## src/rtl/axi_master_ctrl.sv

```systemverilog
// axi_master_ctrl: single-outstanding AXI4 master sequencer.
// Takes one arbitrated request at a time, runs either AR/R or AW/W/B, and
// returns a one-cycle response pulse tagged with the requester id.
//
// Optional feature: define YSYX_22040931_AXI_TIMEOUT_EN to enable a
// watchdog that abandons a transaction after TIMEOUT_CYC busy cycles and
// reports it as an error response. Without it the controller waits forever.
//
// Handshake semantics: a transfer happens on a channel in the cycle where
// both its valid and its ready are high at the rising clock edge; a valid,
// once raised, stays high with a stable payload until that transfer.
module axi_master_ctrl #(
  parameter int ADDR_W      = 64,
  parameter int DATA_W      = 64,
  parameter int ID_W        = 4,
  parameter int TIMEOUT_CYC = 255
) (
  input  logic              clock,
  input  logic              reset,
  // request side
  input  logic              req_valid_i,
  output logic              req_ready_o,
  input  logic              req_wr_i,
  input  logic [ADDR_W-1:0] req_addr_i,
  input  logic [DATA_W-1:0] req_wdata_i,
  input  logic [1:0]        req_size_i,
  input  logic [ID_W-1:0]   req_id_i,
  // response side
  output logic              rsp_valid_o,
  output logic [ID_W-1:0]   rsp_id_o,
  output logic [DATA_W-1:0] rsp_rdata_o,
  output logic              rsp_err_o,
  // AXI read address
  output logic              axi_arvalid_o,
  input  logic              axi_arready_i,
  output logic [ADDR_W-1:0] axi_araddr_o,
  output logic [ID_W-1:0]   axi_arid_o,
  output logic [2:0]        axi_arsize_o,
  output logic [7:0]        axi_arlen_o,
  output logic [1:0]        axi_arburst_o,
  // AXI read data
  input  logic              axi_rvalid_i,
  output logic              axi_rready_o,
  input  logic [DATA_W-1:0] axi_rdata_i,
  input  logic [ID_W-1:0]   axi_rid_i,
  input  logic [1:0]        axi_rresp_i,
  input  logic              axi_rlast_i,
  // AXI write address
  output logic              axi_awvalid_o,
  input  logic              axi_awready_i,
  output logic [ADDR_W-1:0] axi_awaddr_o,
  output logic [ID_W-1:0]   axi_awid_o,
  output logic [2:0]        axi_awsize_o,
  output logic [7:0]        axi_awlen_o,
  output logic [1:0]        axi_awburst_o,
  // AXI write data
  output logic              axi_wvalid_o,
  input  logic              axi_wready_i,
  output logic [DATA_W-1:0] axi_wdata_o,
  output logic [7:0]        axi_wstrb_o,
  output logic              axi_wlast_o,
  // AXI write response
  input  logic              axi_bvalid_i,
  output logic              axi_bready_o,
  input  logic [ID_W-1:0]   axi_bid_i,
  input  logic [1:0]        axi_bresp_i,
  // debug: current FSM state
  output logic [2:0]        state_o
);

  typedef enum logic [2:0] {
    S_IDLE = 3'd0,
    S_AR   = 3'd1,
    S_R    = 3'd2,
    S_WR   = 3'd3,
    S_B    = 3'd4
  } state_t;

  state_t            state_q;
  logic [ADDR_W-1:0] addr_q;
  logic [DATA_W-1:0] wdata_q;
  logic [1:0]        size_q;
  logic [ID_W-1:0]   id_q;

  logic              arvalid_q;
  logic              rready_q;
  logic              awvalid_q;
  logic              wvalid_q;
  logic              bready_q;

  logic              rsp_valid_q;
  logic [ID_W-1:0]   rsp_id_q;
  logic [DATA_W-1:0] rsp_rdata_q;
  logic              rsp_err_q;

  logic [5:0]        lane_shift;
  logic [DATA_W-1:0] size_mask;
  logic [7:0]        strb_base;
  logic [DATA_W-1:0] rdata_d;
  logic              aw_pend_d;
  logic              w_pend_d;

`ifdef YSYX_22040931_AXI_TIMEOUT_EN
  localparam int TMR_W = (TIMEOUT_CYC < 2) ? 1 : $clog2(TIMEOUT_CYC);
  logic [TMR_W-1:0] timer_q;
`endif

  // Byte-lane alignment of read data, write data and strobes from the latched request.
  always_comb begin
    lane_shift = {addr_q[2:0], 3'b000};
    size_mask  = '1;
    strb_base  = 8'hFF;
    case (size_q)
      2'd0: begin size_mask = DATA_W'(64'h0000_0000_0000_00FF); strb_base = 8'h01; end
      2'd1: begin size_mask = DATA_W'(64'h0000_0000_0000_FFFF); strb_base = 8'h03; end
      2'd2: begin size_mask = DATA_W'(64'h0000_0000_FFFF_FFFF); strb_base = 8'h0F; end
      default: begin size_mask = '1; strb_base = 8'hFF; end
    endcase
    rdata_d   = (axi_rdata_i >> lane_shift) & size_mask;
    // a write channel is still pending if it was valid and did not transfer this cycle
    aw_pend_d = awvalid_q & ~axi_awready_i;
    w_pend_d  = wvalid_q & ~axi_wready_i;
  end

  // Transaction sequencer: accepts a request, drives the AXI channels, emits the response.
  always_ff @(posedge clock) begin
    if (reset) begin
      state_q     <= S_IDLE;
      addr_q      <= '0;
      wdata_q     <= '0;
      size_q      <= 2'd0;
      id_q        <= '0;
      arvalid_q   <= 1'b0;
      rready_q    <= 1'b0;
      awvalid_q   <= 1'b0;
      wvalid_q    <= 1'b0;
      bready_q    <= 1'b0;
      rsp_valid_q <= 1'b0;
      rsp_id_q    <= '0;
      rsp_rdata_q <= '0;
      rsp_err_q   <= 1'b0;
`ifdef YSYX_22040931_AXI_TIMEOUT_EN
      timer_q     <= '0;
`endif
    end else begin
      rsp_valid_q <= 1'b0;
      rsp_rdata_q <= '0;
      rsp_err_q   <= 1'b0;
      case (state_q)
        S_IDLE: begin
          if (req_valid_i) begin
            addr_q  <= req_addr_i;
            wdata_q <= req_wdata_i;
            size_q  <= req_size_i;
            id_q    <= req_id_i;
`ifdef YSYX_22040931_AXI_TIMEOUT_EN
            timer_q <= '0;
`endif
            if (req_wr_i) begin
              awvalid_q <= 1'b1;
              wvalid_q  <= 1'b1;
              state_q   <= S_WR;
            end else begin
              arvalid_q <= 1'b1;
              state_q   <= S_AR;
            end
          end
        end
        S_AR: begin
          if (axi_arready_i) begin
            arvalid_q <= 1'b0;
            rready_q  <= 1'b1;
            state_q   <= S_R;
          end
        end
        S_R: begin
          if (axi_rvalid_i) begin
            rready_q    <= 1'b0;
            rsp_valid_q <= 1'b1;
            rsp_id_q    <= id_q;
            rsp_rdata_q <= rdata_d;
            rsp_err_q   <= axi_rresp_i[1];
            state_q     <= S_IDLE;
          end
        end
        S_WR: begin
          awvalid_q <= aw_pend_d;
          wvalid_q  <= w_pend_d;
          if (!aw_pend_d && !w_pend_d) begin
            bready_q <= 1'b1;
            state_q  <= S_B;
          end
        end
        S_B: begin
          if (axi_bvalid_i) begin
            bready_q    <= 1'b0;
            rsp_valid_q <= 1'b1;
            rsp_id_q    <= id_q;
            rsp_err_q   <= axi_bresp_i[1];
            state_q     <= S_IDLE;
          end
        end
        default: state_q <= S_IDLE;
      endcase
`ifdef YSYX_22040931_AXI_TIMEOUT_EN
      // Watchdog wins over any handshake in its final cycle; later slave responses
      // find every ready low and are ignored.
      if (state_q != S_IDLE) begin
        if (timer_q == TMR_W'(TIMEOUT_CYC - 1)) begin
          arvalid_q   <= 1'b0;
          rready_q    <= 1'b0;
          awvalid_q   <= 1'b0;
          wvalid_q    <= 1'b0;
          bready_q    <= 1'b0;
          rsp_valid_q <= 1'b1;
          rsp_id_q    <= id_q;
          rsp_rdata_q <= '0;
          rsp_err_q   <= 1'b1;
          state_q     <= S_IDLE;
        end else begin
          timer_q <= timer_q + 1'b1;
        end
      end
`endif
    end
  end

  // Signals the single-outstanding design never needs (ids, low resp bit, rlast).
  logic unused_inputs;
  assign unused_inputs = ^{axi_rid_i, axi_bid_i, axi_rresp_i[0], axi_bresp_i[0], axi_rlast_i};

  assign req_ready_o   = (state_q == S_IDLE) & ~reset;

  assign rsp_valid_o   = rsp_valid_q;
  assign rsp_id_o      = rsp_id_q;
  assign rsp_rdata_o   = rsp_rdata_q;
  assign rsp_err_o     = rsp_err_q;

  assign axi_arvalid_o = arvalid_q;
  assign axi_araddr_o  = addr_q;
  assign axi_arid_o    = id_q;
  assign axi_arsize_o  = {1'b0, size_q};
  assign axi_arlen_o   = 8'd0;
  assign axi_arburst_o = 2'b01;
  assign axi_rready_o  = rready_q;

  assign axi_awvalid_o = awvalid_q;
  assign axi_awaddr_o  = addr_q;
  assign axi_awid_o    = id_q;
  assign axi_awsize_o  = {1'b0, size_q};
  assign axi_awlen_o   = 8'd0;
  assign axi_awburst_o = 2'b01;

  assign axi_wvalid_o  = wvalid_q;
  assign axi_wdata_o   = wdata_q << lane_shift;
  assign axi_wstrb_o   = strb_base << addr_q[2:0];
  assign axi_wlast_o   = 1'b1;
  assign axi_bready_o  = bready_q;

  assign state_o       = state_q;

endmodule

```

## config.mk

```make
export PLATFORM = sky130hd
export DESIGN_NAME = axi_master_ctrl
export DESIGN_NICKNAME = d
export VERILOG_FILES = /design/src/rtl/axi_master_ctrl.sv
export SDC_FILE = /design/constraint.sdc
export NUM_CORES = 1
export LEC_CHECK = 0
export ABC_CLOCK_PERIOD_IN_PS = 5020
export CAP_MARGIN = 5
export CORE_AREA = 2 2 207 209
export CTS_BUF_LIST = sky130_fd_sc_hd__clkbuf_8
export DETAILED_ROUTE_END_ITERATION = 16
export DIE_AREA = 0 0 209 211
export SYNTH_ARGS = -nofsm -noshare
export SYNTH_HDL_FRONTEND = slang
export SYNTH_SLANG_ARGS = --single-unit
```

## constraint.sdc

```tcl
create_clock -name clock -period 5.02 [get_ports clock]
set_input_delay 1.255 -clock clock [delete_from_list [all_inputs] [get_ports clock]]
set_output_delay 1.255 -clock clock [all_outputs]
set_load 0.02 [all_outputs]
```

Fig. 1: run 1, metal layers overlaid
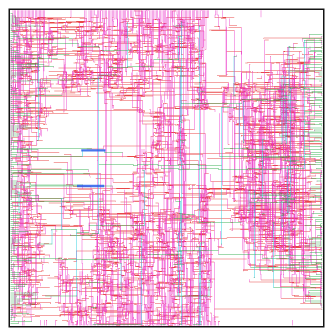
legend:
  met4:
    colour: cyan
    wire_length: 1,710 um
  met2:
    colour: magenta
    wire_length: 25.0 mm
  met1:
    colour: red
    wire_length: 18,600 um
  met5:
    colour: blue
    wire_length: 31.3 um
  met3:
    colour: green
    wire_length: 3,550 um
Vias: 11,200
WL/cell: 20.7 um
Routed WL: 48.8 mm
GR Util All Layers: 21.3%

Fig. 2: run 1, routed clock nets over the placement
Bar = 50 um.
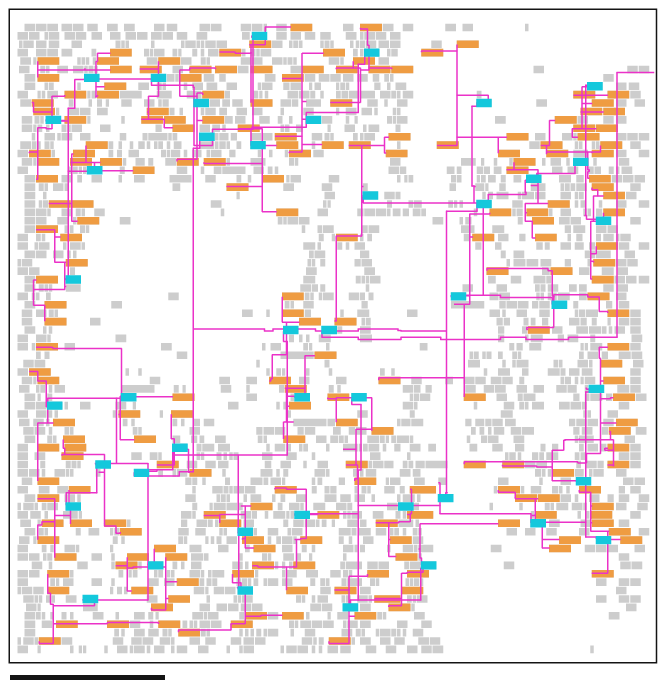
legend:
  clock wires:
    colour: magenta
    length: 3,890 um
  flip-flops:
    colour: orange
    count: 212
  cells driving clock nets:
    colour: cyan
    count: 43
flops lie: spread over the die
Post-Route Skew: 0.0209 ns
Clock Latency Late Sink: 0.61 ns

==> results.txt, run 1 <==
setup slack at placement -> 1.19 ns
Hold Vio Cnt, Final -> 0
CTS Root Cell -> clkbuf_8
ys flop type -> dfxtp_1
setup violators final -> 0
met3 usage -> 6.16%
CP max stage cell -> dfxtp_4
WP depth -> 5
max-slew violations -> 0
number of fill cells -> 4,265
grt met2 use -> 39.2%
Comb area share -> 33.7%
htree depth -> 2
count leader, synth -> nand2_1
#MultiIn Comb -> 1,004
yosys synthesis warning count -> 0
Global Route met1 Usage -> 22.8%
asr flop ratio synth -> 0%
Worst Hold Path EP -> wdata_q[55]
Power Clock -> 2.11 mW
die area -> 0.0441 mm^2
post-CTS setup buffers -> 0
ant diodes -> 4
Met3 Routed Length -> 3.55 mm
XOR-XNOR Cells, Area Fraction -> 0%
adder share -> 0%
source of the critical timing path -> axi_araddr_o[1]
largest net degree at the start of global routing -> 121
worst setup margin -> 0.613 ns
layout cell share with drive strength beyond 1 -> 8.65%
first-pass GRT wire length -> 70.5 mm
combinational power -> 1.44 mW
CTS resizes -> 0
crit-path cells -> buf_4 > mux2_2 > o21ai_0 > mux2i_1 > clkdlybuf4s50_1
cell taking the most area after synthesis -> dfxtp_1
clk sinks -> 212
sequential share of cell area -> 25.4%
status -> completed
Worst path top cell family by delay -> buffers and inverters
Top pwr grp -> clock
HPWL after DPL -> 36.6 mm
RSZ-0062 raised after global routing -> false
GP Congestion -> 0.928
Reg power frac -> 34.8%
worst-path maximum fanout -> 38
synthesized cell area -> 0.0110 mm^2
Die X -> 209 um
DRT antenna net count -> 0
Cell Int Power -> 3.68 mW
Max rail drop VDD -> 0.159 mV
Port Buffer Count -> 499
Distinct lib cells used -> 40
critical path startpoint category -> register
Fmax -> 227 MHz
Mux area share -> 16.5%
hold slack -> 0.457 ns
initial antenna violation count -> 6
PwrDens -> 325 mW/mm^2
aoi share -> 15.2%
Worst EP required -> 3.76 ns
final std cells w/o fill -> 2,357
Switching Fraction -> 32.4%
Comb gate area -> 0.00565 mm^2
critical path class -> register to primary output
TritonCTS clock tree -> yes
Core Util at FP -> 26.3%
number of global-route vias before repair -> 11,300
Reg-to-Reg End -> rsp_rdata_o[2]
post-route cell area -> 0.0168 mm^2
CTS clk-pin slew, worst paths -> 0.05 ns
Buffers, non-clock -> 513
TAP cells -> 539
Tcrit/Tclk final -> 87.8%
buffering overhead -> 30.6%
Hold Path Class -> register to register
net switching power -> 1.76 mW
layout net count -> 1,999
Non-clk invs -> 5
syn_area_per_cell -> 7.82 um^2
P_seq -> 1.89 mW
drt pass-1 iters -> 4
Yosys top cell area share -> 38.7%
Post-synth EDFFs -> 0
crit path DAT -> 3.15 ns
die height -> 211 um
FF-to-FF Start -> axi_araddr_o[1]
cts hold-fix bufs -> 0
DR iter-0 viols -> 550
Simple-Gate Fraction of Synth Area -> 18.8%
Via density -> 4.77
Commonest Layout Cell -> clkdlybuf4s50_1
Num CTS Buffers -> 43
Clock power frac -> 38.8%
comb area leader -> simple AND/OR/NAND/NOR gates
Synthesized registers -> 212
min Tclk post-route -> 4.41 ns
Highest Signal Layer -> met5
register area -> 0.00426 mm^2
most instantiated logic cells after routing -> clkdlybuf4s50_1, nand2_1, dfxtp_1, a21oi_1, mux2i_1
Worst Tran Pin Value -> 0.866 ns
worst hold start -> wdata_q[55]
combinational share of power -> 26.4%
end of the critical path -> axi_wdata_o[56]
slowest stage delay, CP -> 0.59 ns
Post-synth seq share -> 38.7%
CLK BUF -> 59
cell count after placement -> 2,273
Max-slew headroom -> 41.8%
Pleak -> 5.98 nW
Seq cells -> 212
Synth Instances -> 1,403
CTS max path bufs -> 3
top cells, area -> dfxtp_1, mux2i_1, nand2_1, a21oi_1, buf_4
number of I/O pins -> 534
Pwr Total -> 5.44 mW
max-cap violation count -> 0
CP endpoint kind -> primary output
Yosys Chip Area -> 0.0110 mm^2
P&R area growth vs syn -> 52.8%
Max-area cell class -> combinational gates
hold path cells -> 2
placed cell area -> 0.0157 mm^2
total grt overflow -> 0
Final Util -> 40.1%
ClkCell Share -> 6.08%
met1 wire length -> 18.6 mm
DR WL met2 -> 25.0 mm
Worst R2R Path Depth -> 4
ys cells -> 1,403
OpenROAD warnings -> 40
Rows -> 75
top cells by count -> nand2_1, dfxtp_1, a21oi_1
reg2reg setup slack -> 2.37 ns
Setup TNS -> 0 ns
CP Buf/Inv Count -> 2
Core Area -> 0.0418 mm^2
GR peak layer -> met2
DRC -> 0
Fig. 3: run 1, cell classes on the final placement
Fill, decap, tap and diode cells in grey.
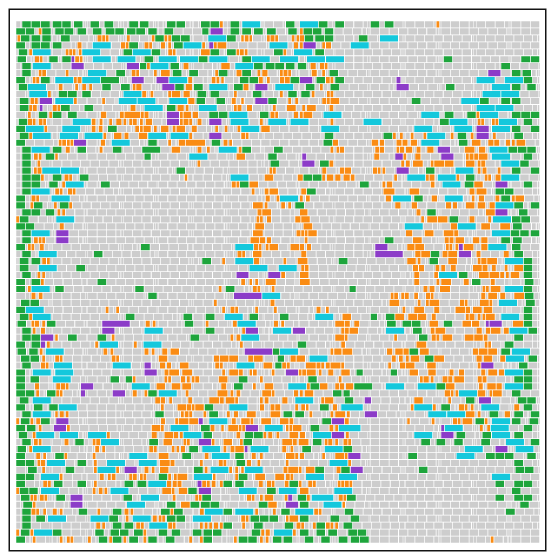
legend:
  all other logic:
    colour: orange
    cells: 1,009
    share_of_their_area: 35%
  other buffers and delay cells:
    colour: green
    cells: 513
    share_of_their_area: 32%
  clock drivers and dummy loads:
    colour: purple
    cells: 80
    share_of_their_area: 6.3%
  flip-flops:
    colour: cyan
    cells: 212
    share_of_their_area: 26%

--- run 2 (diff from run 1) ---
--- a/config.mk
+++ b/config.mk
@@ -11,6 +11,7 @@
 export CTS_BUF_LIST = sky130_fd_sc_hd__clkbuf_8
 export DETAILED_ROUTE_END_ITERATION = 16
 export DIE_AREA = 0 0 209 211
+export SKIP_CTS_REPAIR_TIMING = 1
 export SYNTH_ARGS = -nofsm -noshare
 export SYNTH_HDL_FRONTEND = slang
 export SYNTH_SLANG_ARGS = --single-unit
Fig. 4: run 2, metal layers overlaid
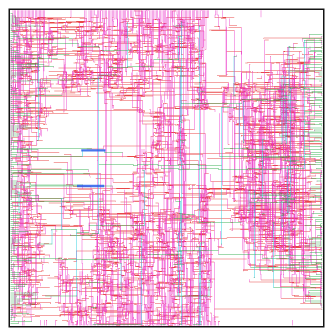
legend:
  met4:
    colour: cyan
    wire_length: 1,710 um
  met2:
    colour: magenta
    wire_length: 25.0 mm
  met3:
    colour: green
    wire_length: 3,550 um
  met1:
    colour: red
    wire_length: 18,600 um
  met5:
    colour: blue
    wire_length: 31.3 um

==> run 2 against run 1 <==
  * Global-route usage did not move
  * Sequential share of layout area stayed put
  * Die size is the same
  * Synthesized area stayed put
  * Clock skew unchanged
  * Critical path depth is the same
  * Power is the same
  * Design area did not move
==> results.txt, run 2 <==
status -> completed
Max-area cell class -> combinational gates
top cells by count -> nand2_1, dfxtp_1, a21oi_1
max-cap violation count -> 0
GR Util All Layers -> 21.3%
placed cell area -> 0.0157 mm^2
Worst path top cell family by delay -> buffers and inverters
Highest Signal Layer -> met5
worst setup margin -> 0.613 ns
CTS max path bufs -> 3
layout cell share with drive strength beyond 1 -> 8.65%
Simple-Gate Fraction of Synth Area -> 18.8%
Buffers, non-clock -> 513
Non-clk invs -> 5
Max rail drop VDD -> 0.159 mV
WL/cell -> 20.7 um
GR peak layer -> met2
Port Buffer Count -> 499
reg2reg setup slack -> 2.37 ns
largest net degree at the start of global routing -> 121
cell taking the most area after synthesis -> dfxtp_1
Top pwr grp -> clock
DRC -> 0
htree depth -> 2
PwrDens -> 325 mW/mm^2
layout net count -> 1,999
Global Route met1 Usage -> 22.8%
setup violators final -> 0
ClkCell Share -> 6.08%
Setup TNS -> 0 ns
first-pass GRT wire length -> 70.5 mm
most instantiated logic cells after routing -> clkdlybuf4s50_1, nand2_1, dfxtp_1, a21oi_1, mux2i_1
GP Congestion -> 0.928
die height -> 211 um
max-slew violations -> 0
Synthesized registers -> 212
total grt overflow -> 0
CP Buf/Inv Count -> 2
crit path DAT -> 3.15 ns
die area -> 0.0441 mm^2
aoi share -> 15.2%
CLK BUF -> 59
min Tclk post-route -> 4.41 ns
Hold Path Class -> register to register
synthesized cell area -> 0.0110 mm^2
P&R area growth vs syn -> 52.8%
number of fill cells -> 4,265
Seq cells -> 212
Cell Int Power -> 3.68 mW
buffering overhead -> 30.6%
register area -> 0.00426 mm^2
Worst EP required -> 3.76 ns
end of the critical path -> axi_wdata_o[56]
number of global-route vias before repair -> 11,300
Via density -> 4.77
Synth Instances -> 1,403
critical path class -> register to primary output
Reg-to-Reg End -> rsp_rdata_o[2]
syn_area_per_cell -> 7.82 um^2
Post-synth EDFFs -> 0
clk sinks -> 212
number of I/O pins -> 534
combinational power -> 1.44 mW
Worst Hold Path EP -> wdata_q[55]
initial antenna violation count -> 6
Hold Vio Cnt, Final -> 0
post-route cell area -> 0.0168 mm^2
Die X -> 209 um
CP max stage cell -> dfxtp_4
crit-path cells -> buf_4 > mux2_2 > o21ai_0 > mux2i_1 > clkdlybuf4s50_1
Max-slew headroom -> 41.8%
Yosys top cell area share -> 38.7%
source of the critical timing path -> axi_araddr_o[1]
CP endpoint kind -> primary output
Core Util at FP -> 26.3%
met1 wire length -> 18.6 mm
Num CTS Buffers -> 43
Yosys Chip Area -> 0.0110 mm^2
Rows -> 75
Routed WL -> 48.8 mm
worst hold start -> wdata_q[55]
Comb gate area -> 0.00565 mm^2
HPWL after DPL -> 36.6 mm
Post-synth seq share -> 38.7%
grt met2 use -> 39.2%
final std cells w/o fill -> 2,357
FF-to-FF Start -> axi_araddr_o[1]
Mux area share -> 16.5%
Switching Fraction -> 32.4%
Commonest Layout Cell -> clkdlybuf4s50_1
RSZ-0062 raised after global routing -> false
top cells, area -> dfxtp_1, mux2i_1, nand2_1, a21oi_1, buf_4
CTS clk-pin slew, worst paths -> 0.05 ns
Reg power frac -> 34.8%
sequential share of cell area -> 25.4%
TAP cells -> 539
Fmax -> 227 MHz
hold path cells -> 2
slowest stage delay, CP -> 0.59 ns
Core Area -> 0.0418 mm^2
ys cells -> 1,403
XOR-XNOR Cells, Area Fraction -> 0%
Clock power frac -> 38.8%
Distinct lib cells used -> 40
Worst Tran Pin Value -> 0.866 ns
Vias -> 11,200
Clock Latency Late Sink -> 0.61 ns
ant diodes -> 4
DR WL met2 -> 25.0 mm
Tcrit/Tclk final -> 87.8%
TritonCTS clock tree -> yes
combinational share of power -> 26.4%
Pleak -> 5.98 nW
DR iter-0 viols -> 550
Comb area share -> 33.7%
asr flop ratio synth -> 0%
CTS Root Cell -> clkbuf_8
hold slack -> 0.457 ns
P_seq -> 1.89 mW
Met3 Routed Length -> 3.55 mm
setup slack at placement -> 1.19 ns
Fig. 5: run 2, cell classes on the final placement
Fill, decap, tap and diode cells in grey.
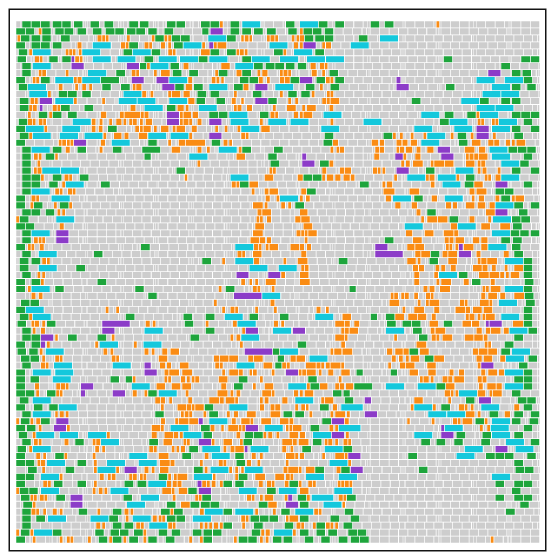
legend:
  all other logic:
    colour: orange
    cells: 1,009
    share_of_their_area: 35%
  clock drivers and dummy loads:
    colour: purple
    cells: 80
    share_of_their_area: 6.3%
  other buffers and delay cells:
    colour: green
    cells: 513
    share_of_their_area: 32%
  flip-flops:
    colour: cyan
    cells: 212
    share_of_their_area: 26%

--- run 3 (diff from run 2) ---
--- a/config.mk
+++ b/config.mk
@@ -5,7 +5,7 @@
 export SDC_FILE = /design/constraint.sdc
 export NUM_CORES = 1
 export LEC_CHECK = 0
-export ABC_CLOCK_PERIOD_IN_PS = 5020
+export ABC_CLOCK_PERIOD_IN_PS = 4100
 export CAP_MARGIN = 5
 export CORE_AREA = 2 2 207 209
 export CTS_BUF_LIST = sky130_fd_sc_hd__clkbuf_8
==> constraint.sdc (replaced) <==
create_clock -name clock -period 4.1 [get_ports clock]
set_input_delay 1.025 -clock clock [delete_from_list [all_inputs] [get_ports clock]]
set_output_delay 1.025 -clock clock [all_outputs]
set_load 0.02 [all_outputs]
Fig. 6: run 3, metal layers overlaid
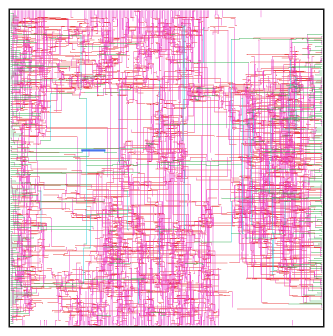
legend:
  met5:
    colour: blue
    wire_length: 14.7 um
  met1:
    colour: red
    wire_length: 19,000 um
  met2:
    colour: magenta
    wire_length: 25.5 mm
  met3:
    colour: green
    wire_length: 3,610 um
  met4:
    colour: cyan
    wire_length: 1,120 um

==> run 3 against run 2 <==
  * First-iteration DRC count is 4.5% higher
  * Global-route usage up 0.13 points
  * Synthesized cell count unchanged
  * Via count up 1.2%
  * Largest power group is now registers
  * Highest routed layer unchanged
==> results.txt, run 3 <==
Comb gate area -> 0.00565 mm^2
total grt overflow -> 0
PwrDens -> 378 mW/mm^2
drt pass-1 iters -> 8
DRT antenna net count -> 0
Buffers, non-clock -> 523
ys cells -> 1,403
Global Route met1 Usage -> 23.7%
CTS clk-pin slew, worst paths -> 0.06 ns
GR peak layer -> met2
Seq cells -> 212
ys flop type -> dfxtp_1
max-cap violation count -> 0
reg2reg setup slack -> 1.32 ns
register area -> 0.00426 mm^2
Worst EP required -> 3.07 ns
worst-path maximum fanout -> 21
Worst Tran Pin Value -> 0.860 ns
synthesized cell area -> 0.0110 mm^2
Yosys Chip Area -> 0.0110 mm^2
Commonest Layout Cell -> clkdlybuf4s50_1
combinational power -> 1.77 mW
asr flop ratio synth -> 0%
grt met2 use -> 39.6%
Worst Hold Path EP -> wdata_q[63]
CTS max path bufs -> 3
Post-synth EDFFs -> 0
TritonCTS clock tree -> yes
met1 wire length -> 19.0 mm
CP max stage cell -> clkdlybuf4s50_1
Cell Int Power -> 4.17 mW
hold path cells -> 2
CTS Root Cell -> clkbuf_8
min Tclk post-route -> 3.91 ns
Synthesized registers -> 212
GR Util All Layers -> 21.4%
end of the critical path -> axi_wdata_o[4]
Post-Route Skew -> 0.0249 ns
setup slack at placement -> 0.625 ns
CP Buf/Inv Count -> 1
layout cell share with drive strength beyond 1 -> 8.95%
#MultiIn Comb -> 1,004
Simple-Gate Fraction of Synth Area -> 18.8%
CP endpoint kind -> primary output
placed cell area -> 0.0158 mm^2
P_seq -> 2.33 mW
crit path DAT -> 2.89 ns
Hold Path Class -> register to register
clk sinks -> 212
status -> completed
GP Congestion -> 0.948
Met3 Routed Length -> 3.61 mm
Setup TNS -> 0 ns
max-slew violations -> 0
Max-area cell class -> combinational gates
net switching power -> 2.13 mW
Vias -> 11,400
Mux area share -> 16.5%
final std cells w/o fill -> 2,363
cell count after placement -> 2,282
top cells, area -> dfxtp_1, mux2i_1, nand2_1, a21oi_1, buf_4
Core Util at FP -> 26.3%
critical path startpoint category -> register
Worst R2R Path Depth -> 5
number of fill cells -> 4,287
Clock Latency Late Sink -> 0.59 ns
Routed WL -> 49.3 mm
setup violators final -> 0
met3 usage -> 5.96%
Pwr Total -> 6.30 mW
Reg-to-Reg End -> rsp_rdata_o[2]
aoi share -> 15.2%
adder share -> 0%
Max-slew headroom -> 42.7%
HPWL after DPL -> 36.6 mm
source of the critical timing path -> axi_araddr_o[1]
Tcrit/Tclk final -> 95.4%
die area -> 0.0441 mm^2
first-pass GRT wire length -> 71.3 mm
Switching Fraction -> 33.8%
Fig. 7: run 3, cell classes on the final placement
Fill, decap, tap and diode cells in grey.
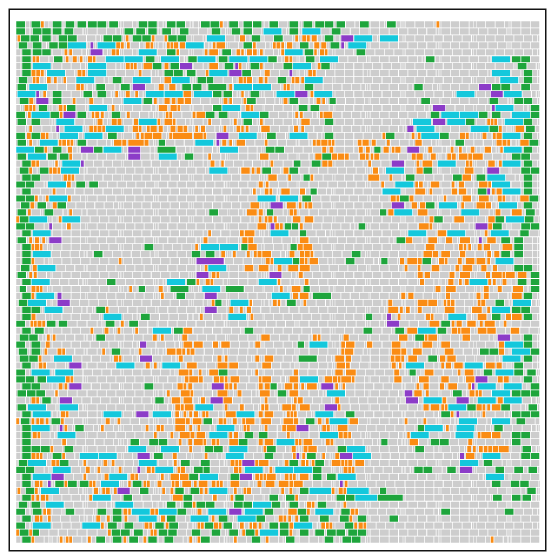
legend:
  clock drivers and dummy loads:
    colour: purple
    cells: 78
    share_of_their_area: 5.3%
  flip-flops:
    colour: cyan
    cells: 212
    share_of_their_area: 27%
  all other logic:
    colour: orange
    cells: 1,009
    share_of_their_area: 35%
  other buffers and delay cells:
    colour: green
    cells: 523
    share_of_their_area: 33%
Rows: 75
Core Area: 0.0418 mm^2
sequential share of cell area: 25.5%
post-route cell area: 0.0167 mm^2
Final Util: 40.0%

Power figures rest on the tool's default switching activity, not on a simulated workload.
